==> images/wires.png <==
Two of the layers only.
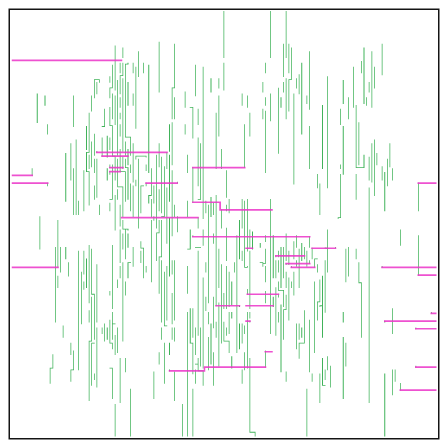
==> images/congestion.png <==
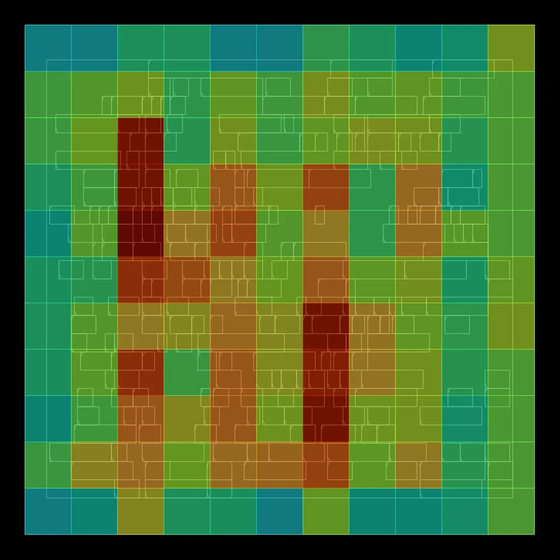
==> images/io_fan.png <==
The bar under the picture is 20 um long.
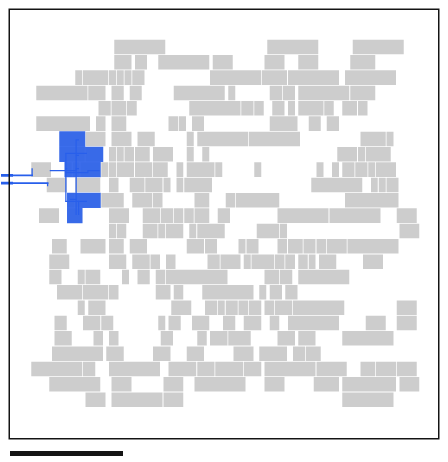
==> images/flops_by_reg.png <==
The bar under the picture is 20 um long.
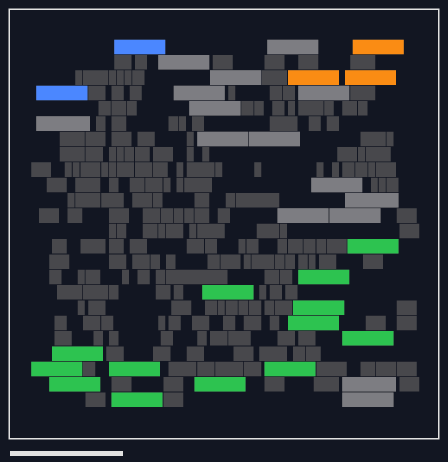
[src/rtl/anti_pinch_pkg.sv]
// Shared definitions for the window-lift drive path: INM command encoding,
// drive-state encoding and the default travel length.
package anti_pinch_pkg;

  localparam logic [1:0] INM_OFF = 2'b00;
  localparam logic [1:0] INM_UP  = 2'b01;
  localparam logic [1:0] INM_DN  = 2'b10;
  localparam logic [1:0] INM_BRK = 2'b11;

  // Full travel in SYSCLK cycles (5 s at 1 kHz)
  localparam int TRAVEL_DEFAULT = 5000;

  typedef enum logic [2:0] {
    ST_IDLE   = 3'd0,
    ST_DEAD   = 3'd1,
    ST_RUN_UP = 3'd2,
    ST_RUN_DN = 3'd3,
    ST_BRAKE  = 3'd4
  } drive_state_e;

  function automatic logic is_run(drive_state_e s);
    return (s == ST_RUN_UP) || (s == ST_RUN_DN);
  endfunction

endpackage

[src/rtl/pwm_ramp.sv]
// Soft-start PWM generator. The inputs describe the coming cycle (start = first
// RUN cycle, run = any RUN cycle), and pwm_out is the level for that coming
// cycle, so the caller can register it straight into the drive flops.
module pwm_ramp #(
  parameter int PWM_PERIOD = 4,
  parameter int RAMP_STEP  = 8
) (
  input  logic SYSCLK,
  input  logic RST_N,
  input  logic start,
  input  logic run,
  output logic pwm_out
);

  localparam int CNT_W  = (PWM_PERIOD > 1) ? $clog2(PWM_PERIOD) : 1;
  localparam int DUTY_W = $clog2(PWM_PERIOD + 1);
  localparam int STEP_W = (RAMP_STEP > 1) ? $clog2(RAMP_STEP) : 1;

  localparam logic [CNT_W-1:0]  CNT_LAST  = CNT_W'(PWM_PERIOD - 1);
  localparam logic [DUTY_W-1:0] DUTY_MIN  = DUTY_W'(1);
  localparam logic [DUTY_W-1:0] DUTY_FULL = DUTY_W'(PWM_PERIOD);
  localparam logic [STEP_W-1:0] STEP_LAST = STEP_W'(RAMP_STEP - 1);

  logic [CNT_W-1:0]  r_cnt,  w_cnt_nxt;
  logic [DUTY_W-1:0] r_duty, w_duty_nxt;
  logic [STEP_W-1:0] r_step, w_step_nxt;

  // Next PWM phase, duty and ramp-step count; ramp restarts on start
  always_comb begin
    w_cnt_nxt  = '0;
    w_duty_nxt = DUTY_MIN;
    w_step_nxt = '0;
    if (start) begin
      w_cnt_nxt  = '0;
      w_duty_nxt = DUTY_MIN;
      w_step_nxt = '0;
    end else if (run) begin
      w_cnt_nxt = (r_cnt == CNT_LAST) ? '0 : r_cnt + 1'b1;
      if (r_step == STEP_LAST) begin
        w_step_nxt = '0;
        w_duty_nxt = (r_duty == DUTY_FULL) ? DUTY_FULL : r_duty + 1'b1;
      end else begin
        w_step_nxt = r_step + 1'b1;
        w_duty_nxt = r_duty;
      end
    end
  end

  assign pwm_out = (start | run) && (DUTY_W'(w_cnt_nxt) < w_duty_nxt);

  // Ramp state registers
  always_ff @(posedge SYSCLK or negedge RST_N) begin
    if (!RST_N) begin
      r_cnt  <= '0;
      r_duty <= DUTY_MIN;
      r_step <= '0;
    end else begin
      r_cnt  <= w_cnt_nxt;
      r_duty <= w_duty_nxt;
      r_step <= w_step_nxt;
    end
  end

endmodule

[src/rtl/window_motor_drive.sv]
// H-bridge drive for the window lift: dead-time on every energise/reversal,
// soft-start PWM, brake, and a travel-position counter with end-stop cut-off.
//
//   state   | meaning
//   IDLE    | all drives off, waiting for a command
//   DEAD    | both drives low for DEADTIME cycles before energising
//   RUN_UP  | up-side PWM'd, position counting up
//   RUN_DN  | down-side PWM'd, position counting down
//   BRAKE   | low-side short while INM=11
module window_motor_drive
  import anti_pinch_pkg::*;
#(
  parameter int TRAVEL     = TRAVEL_DEFAULT,
  parameter int POS_W      = 13,
  parameter int DEADTIME   = 3,
  parameter int PWM_PERIOD = 4,
  parameter int RAMP_STEP  = 8,
  parameter int POS_INIT   = 0
) (
  input  logic             SYSCLK,
  input  logic             RST_N,
  input  logic [1:0]       INM,
  output logic             DRV_UP,
  output logic             DRV_DN,
  output logic             BRAKE_EN,
  output logic [POS_W-1:0] POS,
  output logic             AT_TOP,
  output logic             AT_BOTTOM,
  output logic             LIMIT_HIT
);

  localparam int DT_W = (DEADTIME > 1) ? $clog2(DEADTIME) : 1;

  localparam logic [POS_W-1:0] P_TOP   = POS_W'(TRAVEL);
  localparam logic [POS_W-1:0] P_TOP_1 = POS_W'(TRAVEL - 1);
  localparam logic [POS_W-1:0] P_BOT   = '0;
  localparam logic [POS_W-1:0] P_BOT_1 = POS_W'(1);
  localparam logic [POS_W-1:0] P_INIT  = POS_W'(POS_INIT);
  localparam logic [DT_W-1:0]  DT_LOAD = DT_W'(DEADTIME - 1);

  drive_state_e     r_state, w_state_nxt, w_idle_state;
  logic             r_dir_up, w_dir_up_nxt, w_idle_dir_up;
  logic [DT_W-1:0]  r_dead_cnt, w_dead_cnt_nxt;
  logic [POS_W-1:0] r_pos, w_pos_nxt;
  logic             w_limit, w_can_up, w_can_dn;
  logic             w_ramp_start, w_ramp_run, w_pwm;
  logic             r_drv_up, r_drv_dn, r_brake_en;
  logic             r_at_top, r_at_bottom, r_limit_hit;

  assign w_can_up = (r_pos != P_TOP);
  assign w_can_dn = (r_pos != P_BOT);

  // Command decode shared by IDLE, BRAKE and a changed command during DEAD
  always_comb begin
    w_idle_state  = ST_IDLE;
    w_idle_dir_up = r_dir_up;
    case (INM)
      INM_UP: if (w_can_up) begin
        w_idle_state  = ST_DEAD;
        w_idle_dir_up = 1'b1;
      end
      INM_DN: if (w_can_dn) begin
        w_idle_state  = ST_DEAD;
        w_idle_dir_up = 1'b0;
      end
      INM_BRK: w_idle_state = ST_BRAKE;
      default: w_idle_state = ST_IDLE;
    endcase
  end

  // Next state, direction and position; end-stop overrides the command
  always_comb begin
    w_state_nxt  = r_state;
    w_dir_up_nxt = r_dir_up;
    w_pos_nxt    = r_pos;
    w_limit      = 1'b0;
    case (r_state)
      ST_IDLE, ST_BRAKE: begin
        w_state_nxt  = w_idle_state;
        w_dir_up_nxt = w_idle_dir_up;
      end
      ST_DEAD: begin
        if (INM == (r_dir_up ? INM_UP : INM_DN)) begin
          if (r_dead_cnt == '0) w_state_nxt = r_dir_up ? ST_RUN_UP : ST_RUN_DN;
        end else begin
          w_state_nxt  = w_idle_state;
          w_dir_up_nxt = w_idle_dir_up;
        end
      end
      ST_RUN_UP: begin
        if (w_can_up) w_pos_nxt = r_pos + 1'b1;
        if (r_pos == P_TOP_1 || !w_can_up) begin
          w_state_nxt = ST_IDLE;
          w_limit     = 1'b1;
        end else begin
          case (INM)
            INM_OFF: w_state_nxt = ST_IDLE;
            INM_BRK: w_state_nxt = ST_BRAKE;
            INM_DN: begin
              w_state_nxt  = ST_DEAD;
              w_dir_up_nxt = 1'b0;
            end
            default: w_state_nxt = ST_RUN_UP;
          endcase
        end
      end
      ST_RUN_DN: begin
        if (w_can_dn) w_pos_nxt = r_pos - 1'b1;
        if (r_pos == P_BOT_1 || !w_can_dn) begin
          w_state_nxt = ST_IDLE;
          w_limit     = 1'b1;
        end else begin
          case (INM)
            INM_OFF: w_state_nxt = ST_IDLE;
            INM_BRK: w_state_nxt = ST_BRAKE;
            INM_UP: begin
              w_state_nxt  = ST_DEAD;
              w_dir_up_nxt = 1'b1;
            end
            default: w_state_nxt = ST_RUN_DN;
          endcase
        end
      end
      default: w_state_nxt = ST_IDLE;
    endcase
  end

  // Dead-time counter reloads on DEAD entry or a direction change inside DEAD
  always_comb begin
    w_dead_cnt_nxt = r_dead_cnt;
    if (w_state_nxt == ST_DEAD) begin
      if (r_state != ST_DEAD || w_dir_up_nxt != r_dir_up) w_dead_cnt_nxt = DT_LOAD;
      else if (r_dead_cnt != '0) w_dead_cnt_nxt = r_dead_cnt - 1'b1;
    end
  end

  assign w_ramp_run   = is_run(w_state_nxt);
  assign w_ramp_start = w_ramp_run && !is_run(r_state);

  pwm_ramp #(
    .PWM_PERIOD (PWM_PERIOD),
    .RAMP_STEP  (RAMP_STEP)
  ) u_pwm_ramp (
    .SYSCLK  (SYSCLK),
    .RST_N   (RST_N),
    .start   (w_ramp_start),
    .run     (w_ramp_run),
    .pwm_out (w_pwm)
  );

  // FSM state, direction, dead counter and position registers
  always_ff @(posedge SYSCLK or negedge RST_N) begin
    if (!RST_N) begin
      r_state    <= ST_IDLE;
      r_dir_up   <= 1'b1;
      r_dead_cnt <= '0;
      r_pos      <= P_INIT;
    end else begin
      r_state    <= w_state_nxt;
      r_dir_up   <= w_dir_up_nxt;
      r_dead_cnt <= w_dead_cnt_nxt;
      r_pos      <= w_pos_nxt;
    end
  end

  // Registered outputs, decoded from the state being entered
  always_ff @(posedge SYSCLK or negedge RST_N) begin
    if (!RST_N) begin
      r_drv_up    <= 1'b0;
      r_drv_dn    <= 1'b0;
      r_brake_en  <= 1'b0;
      r_at_top    <= (P_INIT == P_TOP);
      r_at_bottom <= (P_INIT == P_BOT);
      r_limit_hit <= 1'b0;
    end else begin
      r_drv_up    <= (w_state_nxt == ST_RUN_UP) && w_pwm;
      r_drv_dn    <= (w_state_nxt == ST_RUN_DN) && w_pwm;
      r_brake_en  <= (w_state_nxt == ST_BRAKE);
      r_at_top    <= (w_pos_nxt == P_TOP);
      r_at_bottom <= (w_pos_nxt == P_BOT);
      r_limit_hit <= w_limit;
    end
  end

  assign DRV_UP    = r_drv_up;
  assign DRV_DN    = r_drv_dn;
  assign BRAKE_EN  = r_brake_en;
  assign POS       = r_pos;
  assign AT_TOP    = r_at_top;
  assign AT_BOTTOM = r_at_bottom;
  assign LIMIT_HIT = r_limit_hit;

endmodule

[config.mk]
export PLATFORM = sky130hd
export DESIGN_NAME = window_motor_drive
export DESIGN_NICKNAME = d
export VERILOG_FILES = /design/src/rtl/anti_pinch_pkg.sv /design/src/rtl/pwm_ramp.sv /design/src/rtl/window_motor_drive.sv
export SDC_FILE = /design/constraint.sdc
export NUM_CORES = 1
export LEC_CHECK = 0
export CORE_MARGIN = 3
export CORE_UTILIZATION = 44
export CTS_CLUSTER_SIZE = 8
export DETAILED_ROUTE_END_ITERATION = 10
export SKIP_LAST_GASP = 1
export SYNTH_ARGS = -nofsm -noshare
export SYNTH_HDL_FRONTEND = slang
export SYNTH_SLANG_ARGS = --single-unit
[constraint.sdc]
create_clock -name SYSCLK -period 7.5 [get_ports SYSCLK]
set_input_delay 1.125 -clock SYSCLK [delete_from_list [all_inputs] [get_ports SYSCLK]]
set_output_delay 1.125 -clock SYSCLK [all_outputs]
set_load 0.01 [all_outputs]
==> results.txt <==
Notes from the flow run.

Run status:
- The run finished with clean final reports.

Drt:
- The run puts the tally of nets with antenna violations remaining after routing at 0.
- The detailed router used layers up to and including met4.
- The run gives the count of TritonRoute iterations in the first routing pass as 4.
- The run gives the total DRC errors in the routed layout as 0.
- The final route contains around 1,800 vias.
- In the final routing, the length of wire on met1 measures roughly 2500 um.
- Detailed-route iteration 0 reported a violation count of ~190.
- In the detailed route, the total length drawn on met2 is 2127 um.
- The run puts the routed length on met3 at 214 um.
- In the routed layout, each cell is associated on average with a via count of just under 6.
- The run puts the total routed wirelength at between 4000 and 5000 um.

Timing:
- For the pin with the worst max-slew slack, the measured transition is between 0.8 and 0.9 ns.
- The run puts the shortest period the worst path allows at between 3 and 4 ns.
- The final timing report lists clock skew as approximately 0.006 ns.
- The worst pin sits at a relative slew slack of between 40% and 50%.
- The run puts the total negative slack for setup checks at 0 ns.
- Setup repair after global routing left no endpoint under its margin.
- The run puts the total of endpoints with negative setup slack in the final report at 0.
- The run puts the count of final max-slew check failures at 0.
- The run gives the highest achievable clock rate as between 200 and 300 MHz.
- The run gives the portion of the clock cycle consumed by the worst path in the final layout as between 50% and 60%.
- The run gives the number of hold violations in the final report as 0.
- Final hold analysis gives a worst-case slack of ~0.46 ns.
- The run puts the setup slack after layout at approximately 3.5 ns.

Global routing:
- The initial antenna violation count came to 0.
- The run gives the overall routing resource usage as between 15 and 20%.
- The run gives the first-pass GRT wire length as between 8000 and 9000 um.
- After global routing, the most crowded layer is met2.
- Entering global routing, the biggest net connects 34 pins.
- The run gives the aggregate global routing overflow as 0.
- The global routing report lists met1 layer usage as between 20% and 30%.
- The run puts the via count of the first global-routing pass at roughly 1,700.

Cells and area:
- The run gives the area added between synthesis and finish as 18.32%.
- The run gives the number of flip-flops under the largest register name as 13.
- The run gives the number of filler instances in the final layout as just under 400.
- The run gives the proportion of layout cells with a drive suffix above 1 as 11.69%.
- The run gives the final standard cell count with taps included and fillers excluded as between 300 and 400.
- The run puts the total number of nets in the final design at between 200 and 300.
- The run gives the area of all placed cells without fillers as 0.002545 mm2.
- The run puts the number of diodes added for antenna fixing at 0.

Clock tree:
- The run gives the number of buffers inserted to repair setup after CTS as 0.
- The run puts the post-cts repair resize count at 0.
- TritonCTS built the clock tree.
- The run gives the number of H-tree branching levels as 2.
- The run gives the clock tree buffer depth as 2.
- The run gives the clock-pin transition on the worst setup and hold timing paths as 0.07 ns.
- For the worst-skew pair, the clock arrives at the later sink with an insertion delay of about 0.29 ns.
- Looking at the clock tree report, the root buffer type is sky130_fd_sc_hd__clkbuf_8.
- The run gives the TritonCTS buffer count as 5.
- The CTS log lists the clock sinks for this run as 33.
- Buffers inserted to repair hold after CTS numbered 0.

Critical path:
- The run gives the maximum fanout along the worst path as 7.
- The run gives the destination of the worst register-to-register timing path as DRV_DN.
- The run gives the kind of cell adding the most delay to the critical path as AND-OR/OR-AND gates.
- The longest incremental delay of any stage on the critical path is reported as around 0.56 ns.
- The launch point of the critical path was reported as INM[1].
- For reference, the critical path cell chain is clkdlybuf4s50_1 > nor3b_1 > o21ba_2 > a31o_2 > o31ai_1 > and2_1 > nand2_1 > or2_2 > ha_1 > a31oi_1 > o21ai_0 > nor2b_1.
- The run puts the cell count of the worst reg-to-reg path at 11.
- The run gives the capturing element of the worst setup path as DRV_DN.
- The run gives the internal reg-to-reg setup slack as about 4 ns.
- The run gives the kind of critical path as primary input to register.
- Data on the critical path arrives at its endpoint at 4.17 ns.
- The worst setup path is captured at a register.
- At the worst endpoint, the required time is 7.67 ns.
- Looking at the reg2reg group, the worst path starts from POS[10].
- The run gives the total stage count of the critical path as 12.
- The number of buffers and inverters on the critical path is 1.
- The slowest stage of the critical path is the sky130_fd_sc_hd__clkdlybuf4s50_1 cell.
- STA classifies the critical path startpoint as a primary input.

Logic synthesis:
- The synthesis report lists the most area-consuming cells as sky130_fd_sc_hd__dfrtp_1 (35%), sky130_fd_sc_hd__ha_1 (8.1%), sky130_fd_sc_hd__dfstp_2 (3.7%), sky130_fd_sc_hd__inv_1 (3.0%), sky130_fd_sc_hd__nor2_1 (2.8%).
- Yosys mapped a number of flops with a built-in enable equal to 0.
- After synthesis, the mean cell area works out to roughly 9.6 um2.
- After synthesis, the most frequently instantiated cells are sky130_fd_sc_hd__dfrtp_1 (30), sky130_fd_sc_hd__inv_1 (17), sky130_fd_sc_hd__nor2_1 (16).
- The share of synthesized area in the top cell type comes to 34.90%.
- The run puts the portion of the post-synthesis area used by sequential elements at between 30 and 40%.
- In the synthesized netlist the async set-or-reset flop fraction comes to 100.0%.
- Yosys reports a chip area of between 0.002 and 0.0025 mm2.
- The run gives the cell type with the largest total area as sky130_fd_sc_hd__dfrtp_1.
- The run puts the synthesized netlist net count at 241.
- The run gives the total cells reported by yosys after synthesis as between 200 and 250.
- The run gives the post-synthesis instance area as about 0.0022 mm2.
- The run puts the number of different library cells in the post-synthesis netlist at around 61.
- The run gives the warning count from the yosys run as 0.
- Counting every instance in the synthesized netlist gives approximately 220.
- The run gives the most frequently used cell type in the post-synthesis netlist as sky130_fd_sc_hd__dfrtp_1.
- The commonest register cell is sky130_fd_sc_hd__dfrtp_1.
- The synthesized design contains 33 register bits.

Worst hold path:
- The report gives the cell count of the worst hold path as 1.
- STA shows the worst min-delay path finishing at u_pwm_ramp.r_step[0].
- The min-delay analysis places its worst path in the category register to register.
- The run gives the worst min-delay path startpoint as u_pwm_ramp.r_step[0].

Placed design:
- The run gives the weighted congestion at the end of routability-driven global placement as between 0.9 and 1.
- In this run, placement finished with an instance count of 305.
- Summing all placed instances gives a cell area of roughly 0.0024 mm2.
- Note, the detailed placer reported a final HPWL of between 3000 and 4000 um.
- The run puts the worst slack at placement at 3.212 ns.

Floorplan:
- The run puts the cell row count at 24.
- The run puts the initial core utilization at a little under half.
- The run puts the vertical extent of the die at between 70 and 80 um.
- The floorplan step defined a die boundary enclosing 0.005763 mm2.
- The run gives the floorplan die width as between 70 and 80 um.
- Per the OpenROAD floorplan log, the area of the core is around 0.0045 mm2.

Flow run:
- The report counts max-capacitance violations totalling 0.
- Summing over the stages, the warning tally comes to 32.

Power:
- The run gives the leakage power of the design as roughly 1.1 nW.
- The run gives the maximum resistive drop on vdd as 0.0001406 V.
- The run gives the post-layout total power as about 0.5 mW.
- In this run the power density over the cells is between 150 and 200 mW/mm2.
About wires.png:
metal 2 -> green  # wire length 2,130 um
metal 3 -> magenta  # wire length 214 um

About congestion.png:
met3 usage in global routing: 3.555%
Layout Utilization: 56.13%
Wirelength per Cell: 15.69 um
global routing met2 resource utilization: 27.84%

About io_fan.png:
INM -> blue  # bits 2, direction input, end cells 9, buffers 2, wire 56.7 um
Port Buf Inserts: 22
number of I/O pins: 23

About flops_by_reg.png:
r_dead_cnt -> blue  # flops 2
POS -> green  # flops 13
u_pwm_ramp.r_step -> orange  # flops 3
not colored = 15
register fraction of the total cell area: 32.60%
Storage cell area: 829.5 um2
seq pwr: 0.208 mW

## cell families after synthesis
kind of cell             share of synthesized area (%)
AND-OR/OR-AND                                    15.42
adder cells (fa/ha/maj)                          8.144
AND/OR/NAND/NOR                                  27.92
multiplexers                                     1.862
flip-flops                                       38.57
buffers and inverters                            4.421
XOR/XNOR                                         3.665
## layout make-up
| cell class | instances | area, um2 | area share (%) |
|---|---|---|---|
| flip-flops and latches | 33 | 829.5 | 32.60 |
| clock buffers | 7 | 86.33 | 3.392 |
| inverters | 17 | 63.81 | 2.507 |
| repair buffers | 23 | 227.7 | 8.948 |
| clock inverters | 1 | 30.03 | 1.180 |
| well taps | 65 | 81.33 | 3.196 |
| multi-input cells | 167 | 1226 | 48.18 |
## placed cells by master (no fill, tap or decap), types with 4 or more instances in the layout
cell	count
sky130_fd_sc_hd__dfrtp_1	30
sky130_fd_sc_hd__clkdlybuf4s50_1	22
sky130_fd_sc_hd__inv_1	17
sky130_fd_sc_hd__nor2_1	16
sky130_fd_sc_hd__ha_1	14
sky130_fd_sc_hd__nand3_1	9
sky130_fd_sc_hd__nand2_1	8
sky130_fd_sc_hd__nor3_1	7
sky130_fd_sc_hd__and2_1	7
sky130_fd_sc_hd__a21oi_1	7
sky130_fd_sc_hd__xnor2_1	6
sky130_fd_sc_hd__o21ai_0	6
sky130_fd_sc_hd__clkbuf_8	6
sky130_fd_sc_hd__and3_1	5
sky130_fd_sc_hd__and4_1	4
sky130_fd_sc_hd__nor3b_1	4
sky130_fd_sc_hd__mux2i_1	4
sky130_fd_sc_hd__or3_1	4
sky130_fd_sc_hd__nand4_1	4
sky130_fd_sc_hd__nor4_1	4
## power breakdown
group          switching, mW  internal, mW  total [mW]
logic                 0.0639        0.0546       0.119
clock network         0.0655         0.108       0.174
registers             0.0163         0.192       0.208
Power is estimated from default activity; no workload was simulated.
